**Run 1: gate families picked out**

(2 px per µm)
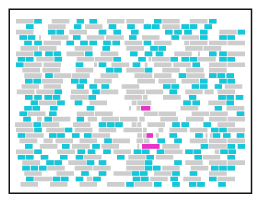
**Run 1: layout detail**

Window x 78 to 103, y 56 to 81 µm. Cells in grey, sequential cells in the stronger grey; small squares are vias.
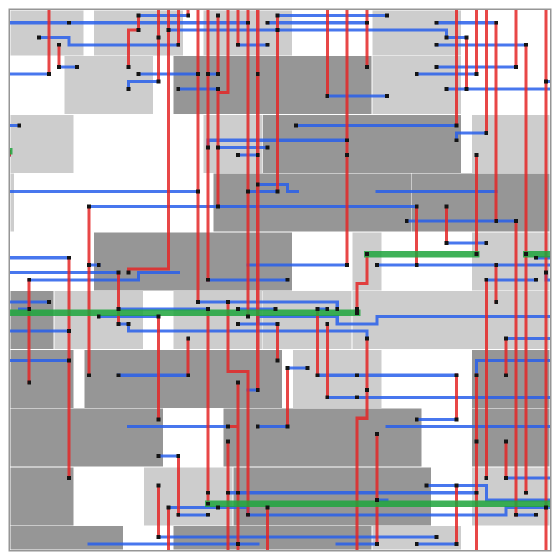
**Run 1: track usage over the die**

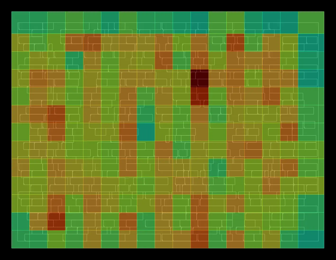
$ cat src/rtl/alu_operand_stage.sv
// ---------------------------------------------------------------------------
// alu_operand_stage
// Registered operand stage in front of the ALU32 datapath units.
// Captures {A, B, op} through a valid/ready handshake into a 2-entry skid
// buffer (MAIN drives the ALU, SKID holds one overflow entry). in_ready and
// out_valid are plain flop outputs, so no combinational path links the
// upstream and downstream handshakes, yet one transfer per clock is
// sustained while out_ready stays high.
//
// Optional feature macro: ALU_OPSTAGE_PERF_EN
//   defined   -> extra output xfer_count[31:0], number of Send handshakes
//                since reset (wraps, not cleared by flush)
//   undefined -> no xfer_count port and no counter logic
// ---------------------------------------------------------------------------
module alu_operand_stage #(
    parameter int N   = 32,
    parameter int OPW = 4
) (
    input  logic           clk,
    input  logic           rst,
    input  logic           flush,

    input  logic           in_valid,
    output logic           in_ready,
    input  logic [N-1:0]   in_a,
    input  logic [N-1:0]   in_b,
    input  logic [OPW-1:0] in_op,

    output logic           out_valid,
    input  logic           out_ready,
    output logic [N-1:0]   out_a,
    output logic [N-1:0]   out_b,
    output logic [OPW-1:0] out_op
`ifdef ALU_OPSTAGE_PERF_EN
    ,
    output logic [31:0]    xfer_count
`endif
);

    // Occupancy of the buffer: nothing held, MAIN only, MAIN and SKID.
    typedef enum logic [1:0] {
        EMPTY = 2'd0,
        ONE   = 2'd1,
        TWO   = 2'd2
    } state_e;

    state_e         state_q,     state_d;
    logic           in_ready_q,  in_ready_d;
    logic           out_valid_q, out_valid_d;

    logic [N-1:0]   main_a_q,  main_a_d;
    logic [N-1:0]   main_b_q,  main_b_d;
    logic [OPW-1:0] main_op_q, main_op_d;

    logic [N-1:0]   skid_a_q,  skid_a_d;
    logic [N-1:0]   skid_b_q,  skid_b_d;
    logic [OPW-1:0] skid_op_q, skid_op_d;

    logic           accept;
    logic           send;

    // Handshakes use only the registered flags, never a combinational ready.
    assign accept = in_valid  & in_ready_q;
    assign send   = out_valid_q & out_ready;

    // Next-state and data-load decisions for the skid buffer.
    always_comb begin
        // NOTE: every signal gets a hold/default value first, so no path through
        // the case below can leave one unassigned and infer a latch.
        state_d     = state_q;
        main_a_d    = main_a_q;
        main_b_d    = main_b_q;
        main_op_d   = main_op_q;
        skid_a_d    = skid_a_q;
        skid_b_d    = skid_b_q;
        skid_op_d   = skid_op_q;

        if (flush) begin
            // Drop everything held and any concurrent Accept; a concurrent Send
            // has already been sampled downstream, so nothing to undo there.
            // Data registers deliberately keep their stale contents.
            state_d = EMPTY;
        end else begin
            unique case (state_q)
                EMPTY: begin
                    if (accept) begin
                        main_a_d  = in_a;
                        main_b_d  = in_b;
                        main_op_d = in_op;
                        state_d   = ONE;
                    end
                end

                ONE: begin
                    if (accept && send) begin
                        // MAIN drains and refills on the same edge.
                        main_a_d  = in_a;
                        main_b_d  = in_b;
                        main_op_d = in_op;
                    end else if (accept) begin
                        // Downstream stalled: park the new entry behind MAIN.
                        skid_a_d  = in_a;
                        skid_b_d  = in_b;
                        skid_op_d = in_op;
                        state_d   = TWO;
                    end else if (send) begin
                        state_d   = EMPTY;
                    end
                end

                TWO: begin
                    // in_ready is low here, so no Accept can occur.
                    if (send) begin
                        main_a_d  = skid_a_q;
                        main_b_d  = skid_b_q;
                        main_op_d = skid_op_q;
                        state_d   = ONE;
                    end
                end

                default: begin
                    state_d = EMPTY;
                end
            endcase
        end

        // Handshake flags are a pure function of the next occupancy, so they
        // can be registered alongside the state.
        in_ready_d  = (state_d != TWO);
        out_valid_d = (state_d != EMPTY);
    end

    // State, handshake flags and both data entries.
    always_ff @(posedge clk or posedge rst) begin
        // NOTE: data registers are reset too, so out_* read as zero straight
        // out of reset instead of exposing power-up garbage to the ALU.
        if (rst) begin
            state_q     <= EMPTY;
            in_ready_q  <= 1'b1;
            out_valid_q <= 1'b0;
            main_a_q    <= '0;
            main_b_q    <= '0;
            main_op_q   <= '0;
            skid_a_q    <= '0;
            skid_b_q    <= '0;
            skid_op_q   <= '0;
        end else begin
            // NOTE: non-blocking assignments so every flop samples the values
            // from before this edge, independent of statement order.
            state_q     <= state_d;
            in_ready_q  <= in_ready_d;
            out_valid_q <= out_valid_d;
            main_a_q    <= main_a_d;
            main_b_q    <= main_b_d;
            main_op_q   <= main_op_d;
            skid_a_q    <= skid_a_d;
            skid_b_q    <= skid_b_d;
            skid_op_q   <= skid_op_d;
        end
    end

    assign in_ready  = in_ready_q;
    assign out_valid = out_valid_q;
    assign out_a     = main_a_q;
    assign out_b     = main_b_q;
    assign out_op    = main_op_q;

`ifdef ALU_OPSTAGE_PERF_EN
    logic [31:0] xfer_count_q, xfer_count_d;

    // Next transfer count: +1 per Send, natural wrap at 32 bits.
    always_comb begin
        xfer_count_d = xfer_count_q;
        if (send) begin
            xfer_count_d = xfer_count_q + 32'd1;
        end
    end

    // Transfer counter; only reset clears it, flush leaves it alone.
    always_ff @(posedge clk or posedge rst) begin
        if (rst) begin
            xfer_count_q <= 32'd0;
        end else begin
            xfer_count_q <= xfer_count_d;
        end
    end

    assign xfer_count = xfer_count_q;
`else
    // Counter not built: no extra port, no extra state.
`endif

endmodule

$ cat config.mk
export PLATFORM = sky130hd
export DESIGN_NAME = alu_operand_stage
export DESIGN_NICKNAME = d
export VERILOG_FILES = /design/src/rtl/alu_operand_stage.sv
export SDC_FILE = /design/constraint.sdc
export NUM_CORES = 1
export LEC_CHECK = 0
export ABC_CLOCK_PERIOD_IN_PS = 14720
export CAP_MARGIN = 20
export CORE_ASPECT_RATIO = 0.75
export CORE_MARGIN = 2
export CORE_UTILIZATION = 60
export CTS_CLUSTER_SIZE = 20
export DETAILED_ROUTE_END_ITERATION = 10
export DONT_BUFFER_PORTS = 1
export MAX_ROUTING_LAYER = met4
export PLACE_DENSITY_LB_ADDON = 0.08
export SYNTH_ARGS = -nofsm -noshare
export SYNTH_HDL_FRONTEND = slang
export SYNTH_SLANG_ARGS = --single-unit
$ cat constraint.sdc
create_clock -name clk -period 14.72 [get_ports clk]
set_input_delay 4.416 -clock clk [delete_from_list [all_inputs] [get_ports clk]]
set_output_delay 4.416 -clock clk [all_outputs]
set_load 0.05 [all_outputs]
==> results_slide.txt, run 1 <==
Key Metrics from the Run

Final timing
  • Min Hold Slack: 0.501 ns
  • Final setup viols: 0
  • RSZ-0062 raised after global routing: false
  • Clock Skew: 0.00906 ns
  • Final hold viol count: 0
  • Relative slew margins: 37.8%
  • Crit path time final: 6.34 ns
  • Worst-margin pin slew: 0.931 ns
  • Peak Freq: 158 MHz

Worst setup path
  • CP Cell Sequence: nand2_1 > nor4bb_4 > buf_4 > mux2_2
  • Worst path slowest cell: nor4bb_4
  • Startpoint Class: input pin
  • Reg-to-Reg End: skid_b_q[14]$_DFFE_PP0P_
  • R2r setup slk: 11.64 ns
  • Critical Path Sink Type: flop
  • Critical Path Stages: 4
  • Reg2reg start: in_ready$_DFF_PP1_

Hold path
  • Hold endpoint: skid_a_q[17]$_DFFE_PP0P_
  • Worst hold path cell count: 1

Power
  • Comb pwr: 0.203 mW
  • Peak VDD IR: 0.148 mV
  • Clock net power: 0.392 mW
  • P_int: 0.913 mW
  • Clock power frac: 26.6%
  • Flop+latch power: 0.879 mW
  • Pleak: 2.83 nW
  • Sw Pwr: 0.561 mW
  • Final Power: 1.47 mW
  • Power per Cell Area: 219 nW/µm²

Logic synthesis
  • Number of enable flip-flop cells: 0
  • Post-synthesis simple-gate area fraction: 1.27%
  • Sequential share of the synthesized area: 57.5%
  • XOR/XNOR Area Share: 0%
  • Commonest flop: dfrtp_1
  • Adder-cell share of the synthesized area: 0%
  • Post-Syn Instances: 383
  • Synth cell count leaders: mux2_2 (204), dfrtp_1 (139), buf_2 (13)
  • Post-synth regs: 140
  • Syn_area_per_cell: 15.9 µm²
  • Yosys aoi share: 0.944%

Global routing
  • First-pass GRT wire length: 17700 µm
  • GR Layer Usage met2: 31.3%
  • Met1 Use GR: 26.5%

Final layout
  • Final instance area: 6740 µm²
  • Comb area share: 36.4%
  • ClkCell Share: 8.11%
  • Most frequent logic cell in the layout: mux2_2
  • Non-clk bufs: 6
  • Max-area cell class: flip-flops and latches
  • Logic area: 2450 µm²
  • Share of layout cells above drive strength 1: 61.2%

Clock tree
  • Clock-pin slew on the worst setup and hold paths: 0.06 ns
  • Clock sink count: 140
  • Setup bufs post-CTS: 0
  • CTS tree: done
  • Post-CTS Hold Fix Bufs: 0
  • CTS Root Cell: clkbuf_16
  • H-tree depth: 4

Placement
  • Setup Slack @ Placement: 7.90 ns
  • Hpwl dp: 7100 µm
  • Placed Area: 6170 µm²

Floorplan
  • # IOs: 143
  • Core ar.: 9770 µm²
  • # rows: 31
  • Die width: 120 µm

Detailed routing
  • Via density per instance: 5.85
  • Final ANT Viol Nets: 0
  • DRC violations left: 0

Run
  • Tool Warnings: 26

Status
  • Outcome: finished, final reports clean
Notes on 'gate families picked out' above:
cyan -> mux cells  # cells 204, where all over the die
magenta -> nor cells  # cells 3

Notes on 'layout detail' above:
blue -> metal 1
red -> metal 2
green -> metal 3
netlist names of flops here include = out_b (5), skid_b_q (4)
cells with their middle in the window = 25
most frequent = mux2_2 (13), dfrtp_1 (9)
sequential cells in the window = 9

Notes on 'track usage over the die' above:
final core utilization: 69.0%
met3 usage: 12.9%
Most Crowded Layer GR: met2
GRT Total Usage: 21.9%
Avg WL per Cell: 20.8 µm

## Run 2: what changed since run 1
--- a/config.mk
+++ b/config.mk
@@ -5,7 +5,7 @@
 export SDC_FILE = /design/constraint.sdc
 export NUM_CORES = 1
 export LEC_CHECK = 0
-export ABC_CLOCK_PERIOD_IN_PS = 14720
+export ABC_CLOCK_PERIOD_IN_PS = 6000
 export CAP_MARGIN = 20
 export CORE_ASPECT_RATIO = 0.75
 export CORE_MARGIN = 2
==> constraint.sdc (replaced) <==
create_clock -name clk -period 6 [get_ports clk]
set_input_delay 1.8 -clock clk [delete_from_list [all_inputs] [get_ports clk]]
set_output_delay 1.8 -clock clk [all_outputs]
set_load 0.05 [all_outputs]
**Run 2: register map, names as in the netlist**

(4 px per µm)
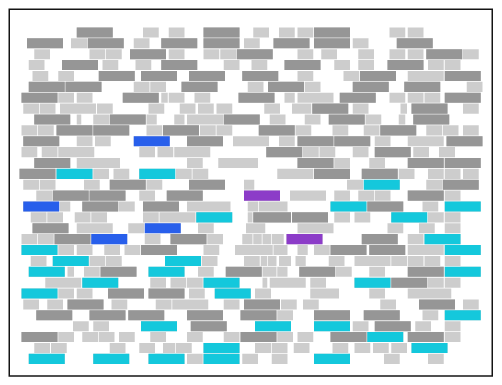
purple -> state_q  # flops 2
blue -> out_op  # flops 4, where left middle
cyan -> out_a  # flops 32
not coloured = 102

==> results_slide.txt, run 2 <==
Key Metrics from the Run

Detailed routing
  • WL met1: 4640 µm
  • Avg WL per Cell: 20.8 µm
  • DRC violations left: 0
  • Final WL: 11000 µm
  • Via density per instance: 5.90
  • Final ANT Viol Nets: 0

Final layout
  • Nonclk inv count: 2
  • Comb area share: 36.1%
  • # clk buffers: 19
  • Final instance area: 6810 µm²
  • Storage cell area: 3500 µm²
  • Share of layout cells above drive strength 1: 62.0%
  • Max-area cell class: flip-flops and latches
  • Non-clk bufs: 6
  • Logic area: 2450 µm²
  • ClkCell Share: 8.68%
  • # diodes: 0
  • Seq area share: 51.5%
  • Area grow syn2layout: 11.6%
  • Top cells excl fill/tap: mux2_2 (204), dfrtp_1 (139), clkbuf_16 (17), clkinvlp_4 (5)
  • Most frequent logic cell in the layout: mux2_2
  • Final core utilization: 69.6%

Logic synthesis
  • Sequential share of the synthesized area: 57.5%
  • Ys cells: 383
  • Post-synth regs: 140
  • Post-Syn Instances: 383
  • XOR/XNOR Area Share: 0%
  • YS warnings: 0
  • Post-synthesis simple-gate area fraction: 1.27%
  • Commonest flop: dfrtp_1
  • Yosys aoi share: 0.944%
  • Mapped cell area: 6100 µm²
  • Syn_area_per_cell: 15.9 µm²
  • Adder-cell share of the synthesized area: 0%
  • Largest family of logic cells by area: multiplexers
  • Number of enable flip-flop cells: 0
  • Distinct lib cells: 20
  • Ys async rst share: 100%
  • Synth cell count leaders: mux2_2 (204), dfrtp_1 (139), buf_2 (13)

Worst setup path
  • Critical path arrival: 3.71 ns
  • Crit-path leading delay family: simple AND/OR/NAND/NOR gates
  • Worst path slowest cell: nor4bb_4
  • WS Path Type: input pin to flop
  • Critical Path Sink Type: flop
  • CP Cell Sequence: nand2_1 > nor4bb_4 > buf_12 > mux2_2
  • R2r setup slk: 3.23 ns
  • Critical Path Stages: 4
  • Reg2reg start: in_ready$_DFF_PP1_
  • Worst Path Required: 6.29 ns
  • Buffers and inverters on the worst path: 1
  • Startpoint Class: input pin
  • Worst Reg-to-Reg Cells: 4
  • Worst setup startpoint: out_ready
  • Reg-to-Reg End: skid_a_q[29]$_DFFE_PP0P_

Power
  • Top power group: registers
  • Final Power: 3.69 mW
  • Flop+latch power: 2.16 mW
  • Clock power frac: 28.1%
  • Power per Cell Area: 543 nW/µm²
  • Peak VDD IR: 0.312 mV
  • Pleak: 2.84 nW
  • Comb pwr: 0.498 mW
  • Sw Pwr: 1.39 mW
  • Clock net power: 1.04 mW
  • P_int: 2.30 mW

Final timing
  • Min Hold Slack: 0.501 ns
  • Peak Freq: 292 MHz
  • Pins Over Slew Limit: 0
  • RSZ-0062 raised after global routing: false
  • Final setup viols: 0
  • Final hold viol count: 0
  • Relative slew margins: 31.0%
  • Worst-margin pin slew: 1.03 ns
  • Crit path time final: 3.42 ns
  • Setup ws final: 2.58 ns
  • Clock Skew: 0.00802 ns

Placement
  • Setup Slack @ Placement: 2.13 ns
  • Gpl congestion: 0.703
  • Placed Area: 6190 µm²
  • Hpwl dp: 7120 µm

Global routing
  • Met1 Use GR: 26.4%
  • GR Layer Usage met2: 32.3%
  • Largest net degree at the start of global routing: 99
  • Met3 usage: 10.7%
  • GRT Total Usage: 21.8%
  • Most Crowded Layer GR: met2
  • First-pass GRT wire length: 17700 µm

Clock tree
  • H-tree depth: 4
  • CTS tree: done
  • Clock sink count: 140
  • Setup bufs post-CTS: 0
  • CTS Root Cell: clkbuf_16
  • Post-CTS Hold Fix Bufs: 0
  • Clock-pin slew on the worst setup and hold paths: 0.05 ns

Floorplan
  • # IOs: 143
  • # rows: 31
  • FP Core Util: 62.4%
  • Die Y: 91.3 µm
  • Die width: 120 µm
  • Core ar.: 9770 µm²

Status
  • Outcome: finished, final reports clean

Hold path
  • Worst min-delay path class: flop to flop
  • Hold endpoint: skid_b_q[27]$_DFFE_PP0P_
  • Worst hold path cell count: 1

Run
  • Tool Warnings: 26
Power and IR drop assume default switching activity.
